## src/rtl/control_unit_pkg.sv

```systemverilog
// Shared encodings for the control unit: opcodes, FSM states, ALU operations
// and the bundle of registered control outputs.
package control_unit_pkg;

    localparam int INSTR_W = 16;
    localparam int DADDR_W = 8;
    localparam int RADDR_W = 4;

    // Opcodes are plain constants so that unassigned codes 6..15 stay legal values.
    localparam logic [3:0] OP_NOOP  = 4'b0000;
    localparam logic [3:0] OP_STORE = 4'b0001;
    localparam logic [3:0] OP_LOAD  = 4'b0010;
    localparam logic [3:0] OP_ADD   = 4'b0011;
    localparam logic [3:0] OP_SUB   = 4'b0100;
    localparam logic [3:0] OP_HALT  = 4'b0101;

    typedef enum logic [3:0] {
        ST_INIT   = 4'd0,
        ST_FETCH  = 4'd1,
        ST_DECODE = 4'd2,
        ST_NOOP   = 4'd3,
        ST_LOAD_A = 4'd4,
        ST_LOAD_B = 4'd5,
        ST_STORE  = 4'd6,
        ST_ADD    = 4'd7,
        ST_SUB    = 4'd8,
        ST_HALT   = 4'd9
    } state_e;

    typedef enum logic [2:0] {
        ALU_PASS_A = 3'b000,
        ALU_ADD    = 3'b001,
        ALU_SUB    = 3'b010
    } alu_op_e;

    typedef struct packed {
        logic               pc_clear;
        logic               pc_up;
        logic [DADDR_W-1:0] d_addr;
        logic               d_wr;
        logic               rf_sel;
        logic [RADDR_W-1:0] rf_w_addr;
        logic [RADDR_W-1:0] rf_ra_addr;
        logic [RADDR_W-1:0] rf_rb_addr;
        logic               rf_w_wr;
        logic [2:0]         alu_op;
        logic               halted;
    } ctrl_t;

    function automatic logic [3:0] ir_opcode(input logic [INSTR_W-1:0] ir);
        return ir[15:12];
    endfunction

endpackage

```

## src/rtl/control_unit_if.sv

```systemverilog
// Bus between the control unit and the datapath (PC, IR source, memories, RF, ALU).
interface control_unit_if;
    import control_unit_pkg::*;

    logic [INSTR_W-1:0] instr;
    logic               pc_clear;
    logic               pc_up;
    logic [DADDR_W-1:0] d_addr;
    logic               d_wr;
    logic               rf_sel;
    logic [RADDR_W-1:0] rf_w_addr;
    logic [RADDR_W-1:0] rf_ra_addr;
    logic [RADDR_W-1:0] rf_rb_addr;
    logic               rf_w_wr;
    logic [2:0]         alu_op;

    modport master (
        input  instr,
        output pc_clear, pc_up, d_addr, d_wr, rf_sel,
        output rf_w_addr, rf_ra_addr, rf_rb_addr, rf_w_wr, alu_op
    );

    modport slave (
        output instr,
        input  pc_clear, pc_up, d_addr, d_wr, rf_sel,
        input  rf_w_addr, rf_ra_addr, rf_rb_addr, rf_w_wr, alu_op
    );

endinterface

```

## src/rtl/control_unit_instruction_register.sv

```systemverilog
// Instruction register: synchronous load, synchronous active-low clear.
module instruction_register #(
    parameter int W = 16
) (
    input  logic         clock,
    input  logic         clear_n,
    input  logic         load,
    input  logic [W-1:0] d,
    output logic [W-1:0] q
);

    logic [W-1:0] ir_q;
    logic [W-1:0] ir_d;

    always_comb begin
        ir_d = ir_q;
        if (load) begin
            ir_d = d;
        end
    end

    always_ff @(posedge clock) begin
        if (!clear_n) begin
            ir_q <= '0;
        end else begin
            ir_q <= ir_d;
        end
    end

    assign q = ir_q;

endmodule

```

## src/rtl/control_unit.sv

```systemverilog
// Multi-cycle control FSM: fetch, decode, execute. All outputs are registered and
// computed from the state being entered, so they line up with the state output.
module control_unit
    import control_unit_pkg::*;
(
    input  logic           clock,
    input  logic           clear_n,
    control_unit_if.master bus,
    output logic [3:0]     state,
    output logic           halted
);

    state_e             state_q;
    state_e             state_d;
    ctrl_t              ctrl_q;
    ctrl_t              ctrl_d;
    logic [INSTR_W-1:0] ir;

    logic [3:0]         opcode;
    logic [RADDR_W-1:0] rx;
    logic [RADDR_W-1:0] rb;
    logic [RADDR_W-1:0] rd;
    logic [DADDR_W-1:0] maddr;

    instruction_register #(.W(INSTR_W)) u_ir (
        .clock   (clock),
        .clear_n (clear_n),
        .load    (state_q == ST_FETCH),
        .d       (bus.instr),
        .q       (ir)
    );

    assign opcode = ir_opcode(ir);
    assign rx     = ir[11:8];
    assign rb     = ir[7:4];
    assign rd     = ir[3:0];
    assign maddr  = ir[7:0];

    // INIT is held through reset with pc_clear low; the first cycle after release
    // raises pc_clear, and pc_clear already high marks INIT as done.
    always_comb begin
        state_d = state_q;
        case (state_q)
            ST_INIT:   state_d = ctrl_q.pc_clear ? ST_FETCH : ST_INIT;
            ST_FETCH:  state_d = ST_DECODE;
            ST_DECODE: begin
                case (opcode)
                    OP_STORE: state_d = ST_STORE;
                    OP_LOAD:  state_d = ST_LOAD_A;
                    OP_ADD:   state_d = ST_ADD;
                    OP_SUB:   state_d = ST_SUB;
                    OP_HALT:  state_d = ST_HALT;
                    default:  state_d = ST_NOOP;
                endcase
            end
            ST_LOAD_A: state_d = ST_LOAD_B;
            ST_LOAD_B: state_d = ST_FETCH;
            ST_NOOP:   state_d = ST_FETCH;
            ST_STORE:  state_d = ST_FETCH;
            ST_ADD:    state_d = ST_FETCH;
            ST_SUB:    state_d = ST_FETCH;
            ST_HALT:   state_d = ST_HALT;
            default:   state_d = ST_INIT;
        endcase
    end

    // IR is stable whenever an execute state is entered (loaded at the end of FETCH).
    always_comb begin
        ctrl_d = '0;
        case (state_d)
            ST_INIT:   ctrl_d.pc_clear = 1'b1;
            ST_FETCH:  ctrl_d.pc_up = 1'b1;
            ST_LOAD_A: begin
                ctrl_d.d_addr    = maddr;
                ctrl_d.rf_sel    = 1'b1;
                ctrl_d.rf_w_addr = rx;
            end
            ST_LOAD_B: begin
                ctrl_d.d_addr    = maddr;
                ctrl_d.rf_sel    = 1'b1;
                ctrl_d.rf_w_addr = rx;
                ctrl_d.rf_w_wr   = 1'b1;
            end
            ST_STORE: begin
                ctrl_d.d_addr     = maddr;
                ctrl_d.rf_ra_addr = rx;
                ctrl_d.d_wr       = 1'b1;
            end
            ST_ADD, ST_SUB: begin
                ctrl_d.rf_ra_addr = rx;
                ctrl_d.rf_rb_addr = rb;
                ctrl_d.rf_w_addr  = rd;
                ctrl_d.rf_w_wr    = 1'b1;
                ctrl_d.alu_op     = (state_d == ST_ADD) ? ALU_ADD : ALU_SUB;
            end
            ST_HALT:   ctrl_d.halted = 1'b1;
            default:   ctrl_d = '0;
        endcase
    end

    always_ff @(posedge clock) begin
        if (!clear_n) begin
            state_q <= ST_INIT;
            ctrl_q  <= '0;
        end else begin
            state_q <= state_d;
            ctrl_q  <= ctrl_d;
        end
    end

    assign bus.pc_clear   = ctrl_q.pc_clear;
    assign bus.pc_up      = ctrl_q.pc_up;
    assign bus.d_addr     = ctrl_q.d_addr;
    assign bus.d_wr       = ctrl_q.d_wr;
    assign bus.rf_sel     = ctrl_q.rf_sel;
    assign bus.rf_w_addr  = ctrl_q.rf_w_addr;
    assign bus.rf_ra_addr = ctrl_q.rf_ra_addr;
    assign bus.rf_rb_addr = ctrl_q.rf_rb_addr;
    assign bus.rf_w_wr    = ctrl_q.rf_w_wr;
    assign bus.alu_op     = ctrl_q.alu_op;
    assign state          = state_q;
    assign halted         = ctrl_q.halted;

endmodule

```

## src/flat_wrapper.sv

```systemverilog
// flat-port wrapper written by rule: the top's interface ports become plain ports
module control_unit_flat import control_unit_pkg::*;
  (clock, clear_n, state, halted, bus_instr, bus_pc_clear, bus_pc_up, bus_d_addr, bus_d_wr, bus_rf_sel, bus_rf_w_addr, bus_rf_ra_addr, bus_rf_rb_addr, bus_rf_w_wr, bus_alu_op);
  control_unit_if bus_i ();
  input  logic clock;
  input  logic clear_n;
  output logic [3:0] state;
  output logic halted;
  input wire logic [$bits(bus_i.instr)-1:0] bus_instr;
  output wire logic [$bits(bus_i.pc_clear)-1:0] bus_pc_clear;
  output wire logic [$bits(bus_i.pc_up)-1:0] bus_pc_up;
  output wire logic [$bits(bus_i.d_addr)-1:0] bus_d_addr;
  output wire logic [$bits(bus_i.d_wr)-1:0] bus_d_wr;
  output wire logic [$bits(bus_i.rf_sel)-1:0] bus_rf_sel;
  output wire logic [$bits(bus_i.rf_w_addr)-1:0] bus_rf_w_addr;
  output wire logic [$bits(bus_i.rf_ra_addr)-1:0] bus_rf_ra_addr;
  output wire logic [$bits(bus_i.rf_rb_addr)-1:0] bus_rf_rb_addr;
  output wire logic [$bits(bus_i.rf_w_wr)-1:0] bus_rf_w_wr;
  output wire logic [$bits(bus_i.alu_op)-1:0] bus_alu_op;
  assign bus_i.instr = bus_instr;
  assign bus_pc_clear = bus_i.pc_clear;
  assign bus_pc_up = bus_i.pc_up;
  assign bus_d_addr = bus_i.d_addr;
  assign bus_d_wr = bus_i.d_wr;
  assign bus_rf_sel = bus_i.rf_sel;
  assign bus_rf_w_addr = bus_i.rf_w_addr;
  assign bus_rf_ra_addr = bus_i.rf_ra_addr;
  assign bus_rf_rb_addr = bus_i.rf_rb_addr;
  assign bus_rf_w_wr = bus_i.rf_w_wr;
  assign bus_alu_op = bus_i.alu_op;
  control_unit u_core (.clock(clock), .clear_n(clear_n), .bus(bus_i), .state(state), .halted(halted));
endmodule
```

## config.mk

```make
export PLATFORM = sky130hd
export DESIGN_NAME = control_unit_flat
export DESIGN_NICKNAME = d
export VERILOG_FILES = /design/src/rtl/control_unit_pkg.sv /design/src/rtl/control_unit_if.sv /design/src/rtl/control_unit_instruction_register.sv /design/src/rtl/control_unit.sv /design/src/flat_wrapper.sv
export SDC_FILE = /design/constraint.sdc
export NUM_CORES = 1
export LEC_CHECK = 0
export CELL_PAD_IN_SITES_DETAIL_PLACEMENT = 1
export CELL_PAD_IN_SITES_GLOBAL_PLACEMENT = 1
export CORE_ASPECT_RATIO = 0.9
export CORE_MARGIN = 2
export CORE_UTILIZATION = 34
export CTS_CLUSTER_DIAMETER = 100
export DETAILED_ROUTE_END_ITERATION = 10
export GPL_TIMING_DRIVEN = 0
export PLACE_DENSITY_LB_ADDON = 0.1
export SETUP_SLACK_MARGIN = 0.02
export SLEW_MARGIN = 20
export SYNTH_ARGS = -nofsm -noshare
export SYNTH_HDL_FRONTEND = slang
export SYNTH_SLANG_ARGS = --single-unit
```

## constraint.sdc

```tcl
create_clock -name clock -period 2.2 [get_ports clock]
set_input_delay 0.44 -clock clock [delete_from_list [all_inputs] [get_ports clock]]
set_output_delay 0.44 -clock clock [all_outputs]
set_load 0.01 [all_outputs]
```

### Wiring by layer, run 1

Drawn at 6 px/µm. Only two layers are drawn.
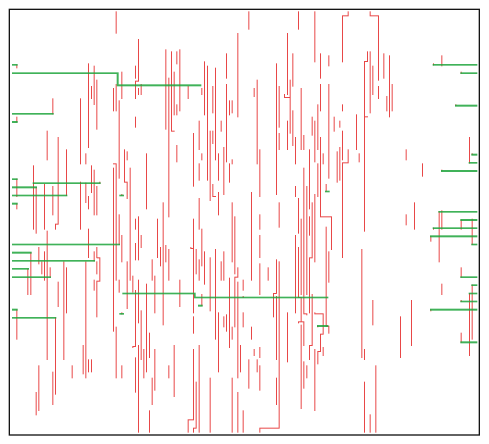
- green: met3 (wire length 217 µm)
- red: met2 (wire length 1,840 µm)
combined global-route utilization of all metal layers: 0.1658
WL final: 3974 µm
total vias in the final route: 1,352

### I/O pins on the die edge, run 1

Drawn at 6 px/µm. Pins as bars across the die edge, other pins in gray.
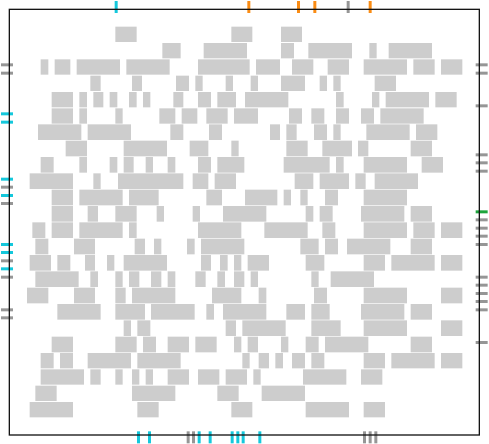
- orange: state (pins 4; direction output; edge top)
- cyan: bus_instr (pins 16; direction input; edge 8 bottom, 7 left, 1 top)
- green: clear_n (pins 1; direction input; edge right)
- all pins by edge: 17 right, 15 left, 13 bottom, 6 top
number of buffer cells added on primary ports: 49
Horiz. Die Dim: 78.11 µm
y dimension of the die: 70.70 µm

==> summary.txt, run 1 <==
Implementation run completed; key figures follow.

Finish:
- In the layout the commonest cells are sky130_fd_sc_hd__clkdlybuf4s50_1 (49), sky130_fd_sc_hd__dfxtp_1 (48), sky130_fd_sc_hd__nand2_1 (34), sky130_fd_sc_hd__a21oi_1 (16), sky130_fd_sc_hd__and2_1 (12).
- Per the final report, the share of cell area in clock cells is 0.04560.
- Registers represent a cell area share of 0.4072.
- Counting only logic cells after layout, the most numerous master is sky130_fd_sc_hd__clkdlybuf4s50_1.
- The run puts the final net count at 244.
- The run gives the final non-filler cell total as 292.
- The layout has 6 clock buffers.
- Once layout is complete, the utilization of the core stands at 0.4911.
- Of all the cell area in the finished design, non-clock buffers hold 0.2253.
- The run puts the number of diodes added for antenna fixing at 0.
- The run gives the top cell class by occupied area as registers.
- The register with the most flip-flops in the layout has 16 of them.
- The run puts the area of combinational cells with multiple inputs at between 600 and 700 µm².
- The run puts the number of sequential storage elements at around 48.
- The run puts the number of logic gates at 112.
- The run puts the inverter tally of the final layout excluding the clock network at 4.
- The run gives the combinational fraction of the cell area as 0.2810.
- The run gives the fraction of final layout cells sized beyond drive strength 1 as 0.07930.

Final timing:
- The run puts the highest clock frequency the design can meet at 0.4973 GHz.
- Setup repair after global routing left no endpoint under its margin.
- The run puts the setup clock skew after layout at 2.120 ps.
- The run puts the worst relative slew slack at 0.5635.
- The run puts the hold slack at around 470 ps.
- The critical path in the final layout is reported with a setup slack of 189.2 ps.
- The end-of-flow timing check tallies setup violations at 0.
- The run gives the max-slew violation count as 0.
- The run puts the worst-margin pin slew at 653.0 ps.
- The run puts the accumulated negative setup slack at 0 ps.

Power:
- The run puts the total net switching power at 693.1 µW.
- The run gives the maximum vdd ir drop as ~0.5 mV.
- Per report_power, the top consumer among the power groups is registers.
- The run gives the standby leakage power as a little over 0.0009 µW.
- Internal power comes to 1583 µW.
- For the combinational group, total power comes out at 616 µW.
- Of the total power, the share spent switching nets is 0.3045.
- The run puts the part of the total power dissipated in the clock network at 0.271.
- The run gives the power density relative to cell area as 964.6 nW/µm².
- Power attributed to the clock group is 616 µW.
- The run gives the sequential group power as 1040 µW.
- The run puts the post-layout total power at 2276 µW.
- Of the total power, combinational logic draws 0.271.

Global route:
- The run gives the number of global-route vias before repair as 1,424.
- The run gives the met2 track demand over resource in global routing as 0.2701.
- Entering global routing, the biggest net connects 15 pins.
- The run puts the initial antenna violation count at 0.
- The run gives the global-route congestion overflow total as 0.
- The run puts the first-pass GRT wire length at about 7000 µm.
- The run puts the met1 usage at 0.2097.
- The run gives the global-route met3 utilization as 0.04337.
- The run gives the layer with the highest usage after global routing as met2.

Route:
- Per the log, the first TritonRoute iteration ended with a DRC count of 37.
- In the per-layer summary, the met1 wirelength comes to 1840 µm.
- Signal routing reaches up to met4.
- The first detailed-routing pass ran for 4 iterations.
- The routed layout reports a DRC error count of 0.
- The routed design uses 216 µm of met3 wire.
- The run puts the remaining antenna violation count at 0.
- Per the detail_route report, vias per standard cell equal ~4.6.
- The run gives the total met2 wirelength after detailed routing as ~1800 µm.

Placement:
- The run puts the final weighted congestion in routability-driven placement at 0.7640.
- Detailed placement reports a standard cell area of 2252 µm².
- Prior to clock tree synthesis, the placed netlist has a worst setup slack of -155.2 ps.
- The run gives the number of instances in the placed design as 284.
- According to the dpl log, the detail-placed design has an HPWL of about 3000 µm.

Worst setup path:
- All stages included, the depth of the critical timing path comes to 5.
- In this design, the stage delay of the slowest critical-path cell is 660 ps.
- The run puts the internal reg-to-reg setup slack at 230 ps.
- The run gives the classification of the worst setup path as in -> reg.
- STA shows the worst reg2reg path with a cell count of 5.
- STA classifies the critical path endpoint as a register.
- The run puts the largest fanout on the critical path at 10.
- The run gives the kind of launch point of the worst setup path as an input pin.
- The run gives the start point of the critical path as clear_n.
- Looking at the critical path, the single cell with the biggest stage delay is sky130_fd_sc_hd__clkdlybuf4s50_1.
- The run gives the top cell family by delay on the critical path as buffers and inverters.
- The run puts the total buffers and inverters traversed by the critical path at 2.
- The startpoint identified for the worst register-to-register timing path is u_core.u_ir.q[14].
- The most critical setup path has its endpoint at u_core.bus.rf_w_addr[1].
- Listed in order, past its start point the critical path passes clkdlybuf4s50_1 -> clkinv_1 -> a311o_1 -> o31ai_4 -> a22o_1.
- The run puts the required time of the critical path at 2440 ps.
- The run gives the arrival time at the worst endpoint as 2250 ps.
- Looking at the reg2reg group, the worst path ends at u_core.bus.rf_w_addr[1].

Hold path:
- In this run the worst hold path is classified as reg -> reg.
- The run gives the source of the worst hold timing path as u_core.u_ir.q[5].
- The run gives the cell count of the worst hold path as 2.
- The path with the worst hold slack has its endpoint at u_core.u_ir.q[5].

CTS:
- The run puts the clock-pin slew reported for the worst setup and hold paths after clock tree synthesis at 80 ps.
- At the later pin of the worst-skew pair, clock insertion delay measures 290 ps.
- The run puts the number of clock sinks at 48.
- Buffers added to address setup during post-CTS repair amount to 0.
- Post-CTS repair ended up resizing 0 cells.
- TritonCTS built the clock tree.
- Clock tree synthesis inserted a total of 5 buffers.
- The number of hold buffers added after CTS was 0.
- The tree is rooted in a sky130_fd_sc_hd__clkbuf_8.
- In this run the number of H-tree levels came out at 2.
- The run puts the clock tree buffer depth at 2.

Floorplan:
- The run puts the fraction of the core area occupied by cells at floorplan at 0.3497.
- In this run the full chip footprint comes out at around 5500 µm².
- The flow inserted 65 tap cells.
- The run puts the core area at 4805 µm².
- The run puts the standard-cell row count at 24.

Synth:
- The run puts the post-synth tally of flip-flops with integrated enable at 0.
- Yosys attributes the largest share of cell area to sky130_fd_sc_hd__dfxtp_1 (57%), sky130_fd_sc_hd__nand2_1 (7.6%), sky130_fd_sc_hd__a21oi_1 (4.8%).
- Yosys stat counts 170 cells in the synthesized netlist.
- Sorting the Yosys area breakdown by cell type puts at the top sky130_fd_sc_hd__dfxtp_1.
- Yosys mapped the design onto 38 distinct sky130hd cell types.
- In the synthesized netlist, the cells that appear most often are sky130_fd_sc_hd__dfxtp_1 (48), sky130_fd_sc_hd__nand2_1 (34), sky130_fd_sc_hd__a21oi_1 (16).
- The run gives the mux contribution to synthesized area as 0.
- After synthesis the cells add up to 1680 µm².
- The share of synthesized area in the top cell type comes to 0.5719.
- Of the combinational cells, the family taking the most area is simple AND/OR/NAND/NOR gates.
- Synthesis produced a netlist with a net count of approximately 190.
- The run gives the synthesis-stage register bit count as 48.
- The run gives the sequential cell area fraction in the yosys report as 0.5719.
- The run puts the Yosys warning count at 0.
- For reference, the post-synthesis area per instance comes to between 9 and 10 µm².
- The run gives the chip area in the Yosys report as 1680 µm².
- The run gives the adder-cell share of the synthesized area as 0.
- The run gives the async set-reset flop share out of synthesis as 0.
- Synthesis handed over a netlist of 170 instances.
- Of the total synthesized cell area, the portion taken by AND, OR, NAND and NOR gates is 0.2547.
- The run gives the post-synthesis compound-gate area fraction as 0.1325.
- In this run, the synthesized area fraction spent on xor and xnor cells is recorded as 0.005212.
- The most common cell in the synthesized netlist is sky130_fd_sc_hd__dfxtp_1.

Run:
- The run puts the number of max-cap violations at 0.

Outcome:
- The flow ran to the end, and the final reports show no timing, DRC or antenna violations.
### Drive-strength map, run 1

Drawn at 6 px/µm.
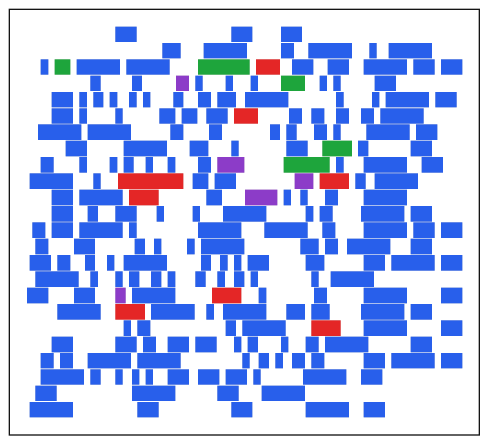
- blue: drive 1 or less (cells 209)
- red: drive 6 and up (cells 8)
- purple: drive 2 (cells 5)
- green: drive 3 to 4 (cells 5)
post-route cell area: 2360 µm²
layout overhead on the synthesized area: 40.43%
Plain + repair buffers: 55

### Wires at chosen ports, followed through buffers, run 1

Drawn at 4 px/µm.
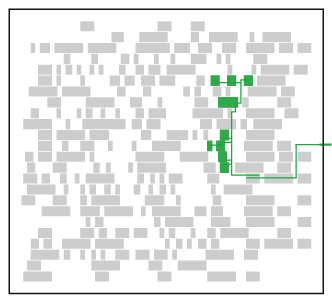
- green: clear_n (bits 1; direction input; edge right; end cells 9; buffers 1; wire 80.9 µm)
I/O Pins: 51

### Placed standard cells, run 1

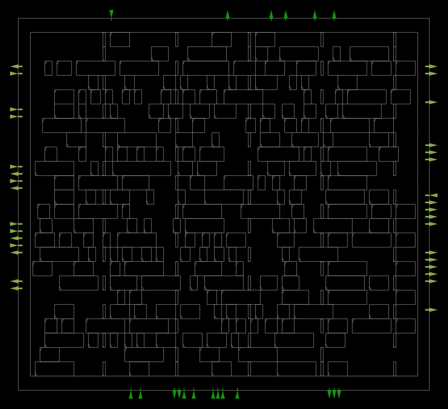

==> run 2: changes to the inputs <==
--- a/config.mk
+++ b/config.mk
@@ -13,7 +13,7 @@
 export CTS_CLUSTER_DIAMETER = 100
 export DETAILED_ROUTE_END_ITERATION = 10
 export GPL_TIMING_DRIVEN = 0
-export PLACE_DENSITY_LB_ADDON = 0.1
+export PLACE_DENSITY_LB_ADDON = 0.05
 export SETUP_SLACK_MARGIN = 0.02
 export SLEW_MARGIN = 20
 export SYNTH_ARGS = -nofsm -noshare
### Placed standard cells, run 2

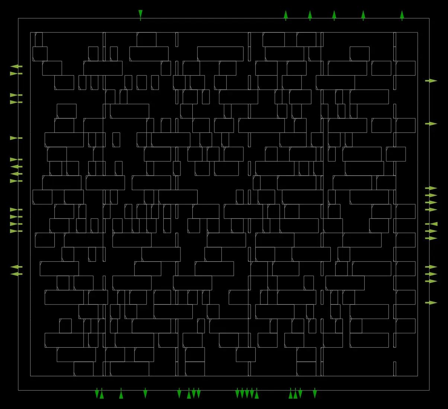
n_taps: 65
final-layout fill cell count: 555
Layout Utilization: 0.4875

### Wiring by layer, run 2

Drawn at 6 px/µm. Only two layers are drawn.
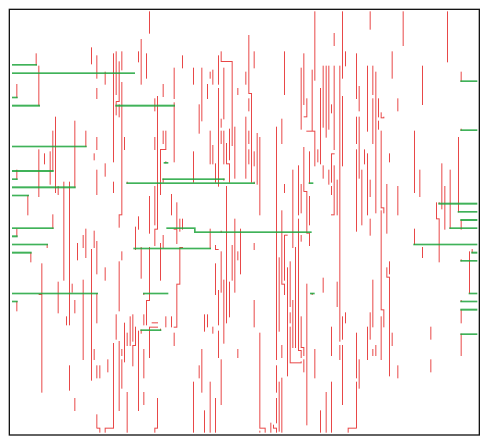
- green: met3 (wire length 222 µm)
- red: met2 (wire length 1,840 µm)
combined global-route utilization of all metal layers: 0.1559
Avg WL per Cell: 13.64 µm

==> summary.txt, run 2 <==
Implementation run completed; key figures follow.

Placement:
- Detailed placement finished with a half-perimeter wire length of about 3000 µm.
- The run puts the worst setup timing slack at the placement stage at -185.0 ps.
- The run puts the final weighted congestion in routability-driven placement at a little under 0.8.
- The run gives the number of instances in the placed design as between 200 and 300.
- The run gives the count of buffers inserted at the top-level ports as around 49.
- The placement stage leaves a total instance area of 2252 µm².

Route:
- The run puts the first-iteration detailed-routing DRC count at 47.
- Per the post-route antenna check, the number of violating nets is 0.
- The run puts the detailed-route wire length on metal 1 at 1835 µm.
- The run puts the routed via count divided by cell count at approximately 4.7.
- After detailed routing, the met2 layer carries 1842 µm of wire.
- The final route contains 1,379 vias.
- After detailed routing, the met3 layer carries 221 µm of wire.
- The run puts the DRC violations left at 0.

Hold path:
- The run gives the source of the worst hold timing path as u_core.u_ir.q[5].
- The tightest min-delay check is of the reg -> reg type.
- The run gives the cell count of the worst hold path as 2.
- In the hold report, the worst path ends at u_core.u_ir.q[5].

Synth:
- The run puts the number of cells in the yosys synthesis report at roughly 170.
- For reference, the mux area share after synthesis is 0.
- Grouping non-sequential cells by family puts the most area in simple AND/OR/NAND/NOR gates.
- The run puts the number of library cell types mapped by synthesis at 38.
- The number of nets in the synthesized netlist is ~190.
- Counting instances in the post-synthesis netlist gives the leading cell types as sky130_fd_sc_hd__dfxtp_1 (48), sky130_fd_sc_hd__nand2_1 (34), sky130_fd_sc_hd__a21oi_1 (16).
- Counting flops with a built-in enable in the synthesized netlist gives 0.
- The run gives the fraction of synthesized cell area in xor and xnor cells as 0.005212.
- The run gives the most used standard cell by instance count after synthesis as sky130_fd_sc_hd__dfxtp_1.
- The run puts the post-synthesis compound-gate area fraction at 0.1325.
- The run gives the sequential cell area fraction in the yosys report as 0.5719.
- The run puts the number of instances in the synthesized netlist at 170.
- The run puts the Yosys warning count at 0.
- The run puts the chip area in the Yosys report at roughly 1700 µm².
- Sorting the synthesized cells by area gives the leading types as sky130_fd_sc_hd__dfxtp_1 (57%), sky130_fd_sc_hd__nand2_1 (7.6%), sky130_fd_sc_hd__a21oi_1 (4.8%).
- The run gives the synthesis-stage register bit count as around 48.
- The run puts the proportion of netlist area held by the largest area contributor at 0.5719.

Power:
- Of the total power, combinational logic draws 0.294.
- The run puts the switching power as a share of total power at 0.3188.
- In this run, power in combinational logic comes to 633 µW.
- The internal power of the cells totals 1469 µW.
- The run gives the power density relative to cell area as 920.7 nW/µm².
- The run puts the part of the total power dissipated in the clock network at 0.224.
- The worst VDD IR drop from the latest analysis is 0.3646 mV.
- The run gives the sequential group power as 1040 µW.
- The run puts the standby leakage power at 0.0008971 µW.
- Clock network power for this build is 484 µW.
- The run gives the post-layout total power as ~2200 µW.
- The group that draws the most power in this run is registers.

Worst setup path:
- The run puts the required time of the critical path at around 2400 ps.
- The worst setup path is launched from an input pin.
- The run gives the internal reg-to-reg setup slack as 270 ps.
- STA lists the maximum fanout along the critical path as 10.
- The run puts the arrival time at the worst endpoint at 2260 ps.
- The run gives the delay of the slowest cell on the worst path as 710 ps.
- The cell sequence reported for the critical path is clkdlybuf4s50_1 -> clkinvlp_4 -> a311o_1 -> o31ai_4 -> a22o_1.
- The run gives the worst reg2reg path startpoint as u_core.state[2].
- Per STA, the worst path accumulates the most delay in the family buffers and inverters.
- The run gives the start point of the critical path as clear_n.
- For reference, the critical path is captured by u_core.bus.rf_w_addr[2].
- STA classifies the critical path endpoint as a register.
- The run gives the classification of the worst setup path as in -> reg.
- The run gives the standard cell with the maximum stage delay on the critical path as sky130_fd_sc_hd__clkdlybuf4s50_1.

Finish:
- The run puts the final non-filler cell total at between 200 and 300.
- By instance count after routing, the leading logic cell type is sky130_fd_sc_hd__clkdlybuf4s50_1.
- The run gives the number of logic gates as 112.
- The run puts the number of sequential storage elements at 48.
- Leaving out buffers and inverters, the combinational logic in the layout accounts for 671.9 µm².
- The run puts the final standard cell area without fillers at 2342 µm².
- The run gives the post-synthesis to final-layout area growth as 39.39%.
- The run puts the layout clock buffer count at 6.
- The run gives the number of diodes added for antenna fixing as 0.
- In the final layout, the share of cells above drive strength 1 is 0.07965.
- The run gives the flop share of the area as 0.4103.
- Among all cell classes, the greatest summed area belongs to registers.
- Per the cell usage report, the commonest logic cells after layout are sky130_fd_sc_hd__clkdlybuf4s50_1 (49), sky130_fd_sc_hd__dfxtp_1 (48), sky130_fd_sc_hd__nand2_1 (34), sky130_fd_sc_hd__a21oi_1 (16), sky130_fd_sc_hd__and2_1 (12).

CTS:
- The run gives the number of clock sinks as 48.
- The skew report gives the latency at the later pin of the worst-skew pair as just under 300 ps.
- CTS placed an instance of sky130_fd_sc_hd__clkbuf_8 at the clock tree root.
- The registers of the reported paths see a clock transition of 80 ps.
- The run puts the clock tree buffer depth at 2.
- TritonCTS built the clock tree.
- The clock tree synthesis step divided the H-tree into 2 levels.

Floorplan:
- The run puts the fraction of the core area occupied by cells at floorplan at 0.3497.
- During I/O placement, the number of pins put on the boundary was 51.
- The run gives the chip area as roughly 5500 µm².
- The run puts the standard-cell row count at 24.
- The run gives the core area as between 4000 and 5000 µm².
- The run puts the die outline height at 70.70 µm.

Global route:
- The run gives the global-route met3 utilization as 0.03954.
- The run gives the met2 track demand over resource in global routing as 0.2510.
- Per the GRT log, the top usage layer is met2.
- Recorded from the global router log, the overflow total was 0.
- The run puts the initial antenna violation count at 0.
- The number of global-route vias before repair came to roughly 1,400.
- In the global route stage, met1 resource usage came out at 0.2034.

Final timing:
- The run puts the hold slack at 471.3 ps.
- The run puts the max-slew violation count at 0.
- Derived from the worst setup path, the maximum achievable clock frequency is around 0.5 GHz.
- The run gives the setup clock skew after layout as between 3 and 4 ps.
- In this run the tightest slew margin relative to its limit is 0.6517.
- The run gives the number of setup violations in the final report as 0.
- For the final routed database, the setup TNS stands at 0 ps.
- The run puts the worst-margin pin slew at 520.2 ps.
- The run puts the worst path setup slack after routing at 175.6 ps.

Outcome:
- The flow ran to the end, and the final reports show no timing, DRC or antenna violations.

Run:
- The run gives the number of max-cap violations as 0.
### I/O pins on the die edge, run 2

Drawn at 6 px/µm. Pins as bars across the die edge, other pins in gray.
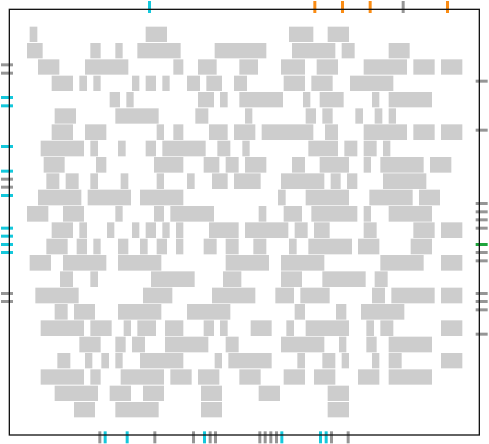

==> run 3: changes to the inputs <==
--- a/config.mk
+++ b/config.mk
@@ -8,7 +8,7 @@
 export CELL_PAD_IN_SITES_DETAIL_PLACEMENT = 1
 export CELL_PAD_IN_SITES_GLOBAL_PLACEMENT = 1
 export CORE_ASPECT_RATIO = 0.9
-export CORE_MARGIN = 2
+export CORE_MARGIN = 10
 export CORE_UTILIZATION = 34
 export CTS_CLUSTER_DIAMETER = 100
 export DETAILED_ROUTE_END_ITERATION = 10
### I/O pins on the die edge, run 3

Drawn at 4 px/µm. Pins as bars across the die edge, other pins in gray.
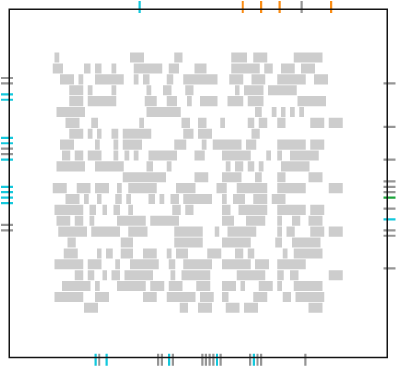
- green: clear_n (pins 1; direction input; edge right)
- cyan: bus_instr (pins 16; direction input; edge 9 left, 5 bottom, 1 top, 1 right)
- orange: state (pins 4; direction output; edge top)
Horiz. Die Dim: 94.11 µm
y dimension of the die: 86.70 µm

==> summary.txt, run 3 <==
Implementation run completed; key figures follow.

Power:
- The run gives the fraction of power consumed by combinational cells as 0.278.
- Of the total power, the share spent switching nets is 0.3117.
- The run gives the post-layout total power as about 2300 µW.
- The run gives the standby leakage power as a little over 0.0009 µW.
- Of all power groups, the one with the highest power is registers.
- The run gives the maximum vdd ir drop as around 0.43 mV.
- The run gives the power density relative to cell area as 971.6 nW/µm².
- Of the total power, the clock network draws 0.271.
- Power attributed to combinational cells is 642 µW.
- Sequential power for this build is 1040 µW.
- The run gives the cell-internal power as 1589 µW.

Finish:
- The run puts the layout clock buffer count at 5.
- Among logic cells in the layout, the one with the most instances is sky130_fd_sc_hd__clkdlybuf4s50_1.
- The run puts the flop share of the area at 0.4044.
- The run gives the combinational fraction of the cell area as 0.2828.
- The run puts the share of the core filled with cells at 0.4945.
- The run puts the number of sequential storage elements at between 40 and 50.
- The layout report lists the multi-input gate area as 671.9 µm².
- The run gives the fraction of final layout cells sized beyond drive strength 1 as 0.08811.
- The run puts the final net count at ~240.
- The fraction of final cell area spent on clock buffers and inverters in this run is 0.04687.
- Leaving out the clock tree, the finished layout contains a buffer count of 55.
- Measured on the final layout, buffering overhead outside the clock network stands at 0.2238.
- The run puts the number of diodes added for antenna fixing at 0.
- The run puts the filler cell count in the final layout at roughly 550.
- The run puts the flip-flop count of the largest register, all copies and words added at 16.
- Multi-input combinational cells in the finished layout were counted as 112.
- The largest cell class by area is registers.
- The run puts the final non-filler cell total at 292.
- The run gives the inverter tally of the final layout excluding the clock network as 4.

Synth:
- The run puts the number of cells in the yosys synthesis report at 170.
- The run gives the proportion of netlist area held by the largest area contributor as 0.5719.
- Of the combinational cells, the family taking the most area is simple AND/OR/NAND/NOR gates.
- The run puts the sequential cell area fraction in the yosys report at 0.5719.
- The run puts the synthesis-stage register bit count at 48.
- The synthesized netlist occupies a cell area of 1680 µm².
- In this run, the synthesized area fraction spent on xor and xnor cells is recorded as 0.005212.
- The run gives the cell taking the most area after synthesis as sky130_fd_sc_hd__dfxtp_1.
- The run puts the post-synth tally of flip-flops with integrated enable at 0.
- In the synthesized netlist, the cells that appear most often are sky130_fd_sc_hd__dfxtp_1 (48), sky130_fd_sc_hd__nand2_1 (34), sky130_fd_sc_hd__a21oi_1 (16).
- The run puts the basic-gate share of the synthesized area counting and, or, nand and nor cells at 0.2547.
- The run gives the chip area in the Yosys report as 1680 µm².
- Counting flops with an async set or reset pin after synthesis yields a share of 0.
- Synthesis produced a netlist with a net count of roughly 190.
- Of the total synthesized cell area, the portion taken by full adders, half adders and majority gates is 0.
- The run puts the mux contribution to synthesized area at 0.
- The run puts the number of instances in the synthesized netlist at 170.
- The run puts the number of library cell types mapped by synthesis at 38.
- The run puts the Yosys warning count at 0.
- The run gives the post-synthesis compound-gate area fraction as 0.1325.
- For reference, the top cells by area after synthesis are sky130_fd_sc_hd__dfxtp_1 (57%), sky130_fd_sc_hd__nand2_1 (7.6%), sky130_fd_sc_hd__a21oi_1 (4.8%).
- Sorting the synthesis cell report by count puts at the top sky130_fd_sc_hd__dfxtp_1.
- The run gives the mean instance size in the synthesized netlist as 9.884 µm².

Final timing:
- The run puts the worst-margin pin slew at 501.7 ps.
- The worst-case max-slew headroom was logged as 0.6641.
- The run puts the number of setup violations in the final report at 0.
- The run puts the setup clock skew after layout at roughly 7.8 ps.
- Setup repair after global routing left no endpoint under its margin.
- Based on the critical path, the design can be clocked at up to about 0.5 GHz.
- The run gives the accumulated negative setup slack as 0 ps.
- The run gives the hold slack as 479.4 ps.

CTS:
- The run gives the post-CTS resize count as 0.
- The run gives the clock tree root buffer cell as sky130_fd_sc_hd__clkbuf_8.
- The run gives the number of H-tree branching levels as 2.
- In this run the post-CTS setup repair buffer count came out at 0.
- Counting along the longest clock path gives a buffer depth of 2.
- TritonCTS built the clock tree.
- The run gives the number of buffers created by CTS as 5.
- The clock net in this run drives a total of 48 sinks.
- The run gives the clock latency at the later pin of the worst-skew pair as 300 ps.
- The run puts the post-cts hold buffer count at 0.
- The run gives the clock-pin slew reported for the worst setup and hold paths after clock tree synthesis as roughly 80 ps.

Worst setup path:
- The run gives the worst reg2reg path startpoint as u_core.u_ir.q[13].
- The run puts the path depth of the worst reg2reg path at 5.
- The run gives the classification of the worst setup path as in -> reg.
- Per the STA report, the cell with the highest stage delay on the worst path is sky130_fd_sc_hd__clkdlybuf4s50_1.
- The data required time reported for the critical path is ~2500 ps.
- According to the timing report, the critical path is captured at u_core.bus.rf_w_addr[0].
- The run gives the arrival time at the worst endpoint as approximately 2300 ps.
- The run puts the internal reg-to-reg setup slack at about 250 ps.
- The run gives the start point of the critical path as clear_n.
- Of all nets on the critical path, the largest fanout is 10.
- The worst setup path is captured at a register.
- The run puts the delay of the slowest cell on the worst path at 730 ps.
- The run puts the logic depth of the worst setup path including buffers at 5.
- The run puts the total buffers and inverters traversed by the critical path at 2.

Global route:
- The run gives the number of global-route vias before repair as 1,519.
- The run gives the pin count of the biggest net entering global routing as 16.
- The run gives the total track usage as 0.1183.
- The initial antenna violation count is 0.
- The first global-routing pass estimated 7631 µm of wire.
- The run gives the layer with the highest usage after global routing as met2.
- The global route stage reports its total congestion overflow as 0.
- The run puts the met2 track demand over resource in global routing at 0.2046.
- The run gives the met1 usage as 0.1281.

Outcome:
- The run finished with clean final reports.

Floorplan:
- In this run the full chip footprint comes out at between 8000 and 9000 µm².
- The run puts the number of placed I/O pins at 51.
- The floorplan has 24 rows.
- The run puts the fraction of the core area occupied by cells at floorplan at 0.3497.
- The run puts the core area at between 4000 and 5000 µm².

Route:
- The run puts the met3 wirelength from detailed routing at 312 µm.
- The detailed router used layers up to and including met4.
- The run gives the total met2 wirelength after detailed routing as 2327 µm.
- The routed wirelength on the met1 layer is recorded as 1891 µm.
- Nets still carrying antenna violations after routing amount to 0.
- The run puts the routed via count divided by cell count at approximately 4.7.
- The run puts the first-iteration detailed-routing DRC count at 42.
- The script parses the final routing iteration and logs DRC violations as 0.
- The routed layout has 1,370 vias.
- In the final routed layout, each cell accounts on average for 15.75 µm.
- The run puts the number of search-and-repair iterations in the first detailed-routing pass at 4.

Placement:
- The run puts the count of buffers inserted at the top-level ports at 49.
- The run gives the worst setup timing slack at the placement stage as -203.1 ps.
- Counting tap cells, the placed design contains a total of about 280 instances.
- Once placement finished, the instance area stood at 2252 µm².
- The run gives the half-perimeter wire length after placement as 3586 µm.
- Per the gpl log, the routability congestion estimate is slightly below 0.8.

Hold path:
- The path class of the tightest hold or removal check is reg -> reg.
- The launch point of the worst min-delay path is recorded as u_core.u_ir.q[4].
- In the hold timing report, the worst path depth is 2.
### Drive-strength map, run 3

Drawn at 4 px/µm.
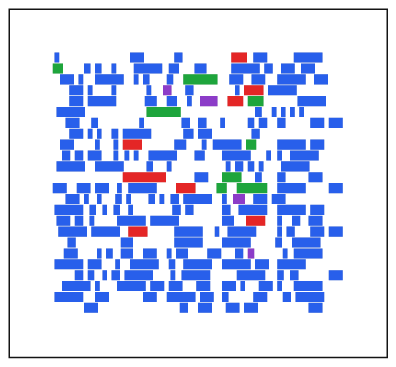
- purple: drive 2 (cells 4)
- blue: drive 1 or less (cells 207)
- green: drive 3 to 4 (cells 8)
- red: drive 6 and up (cells 8)
layout overhead on the synthesized area: 41.40%
least setup slack across all paths after layout: 196.7 ps
post-route cell area: 2376 µm²

Power is estimated from default activity; no workload was simulated.
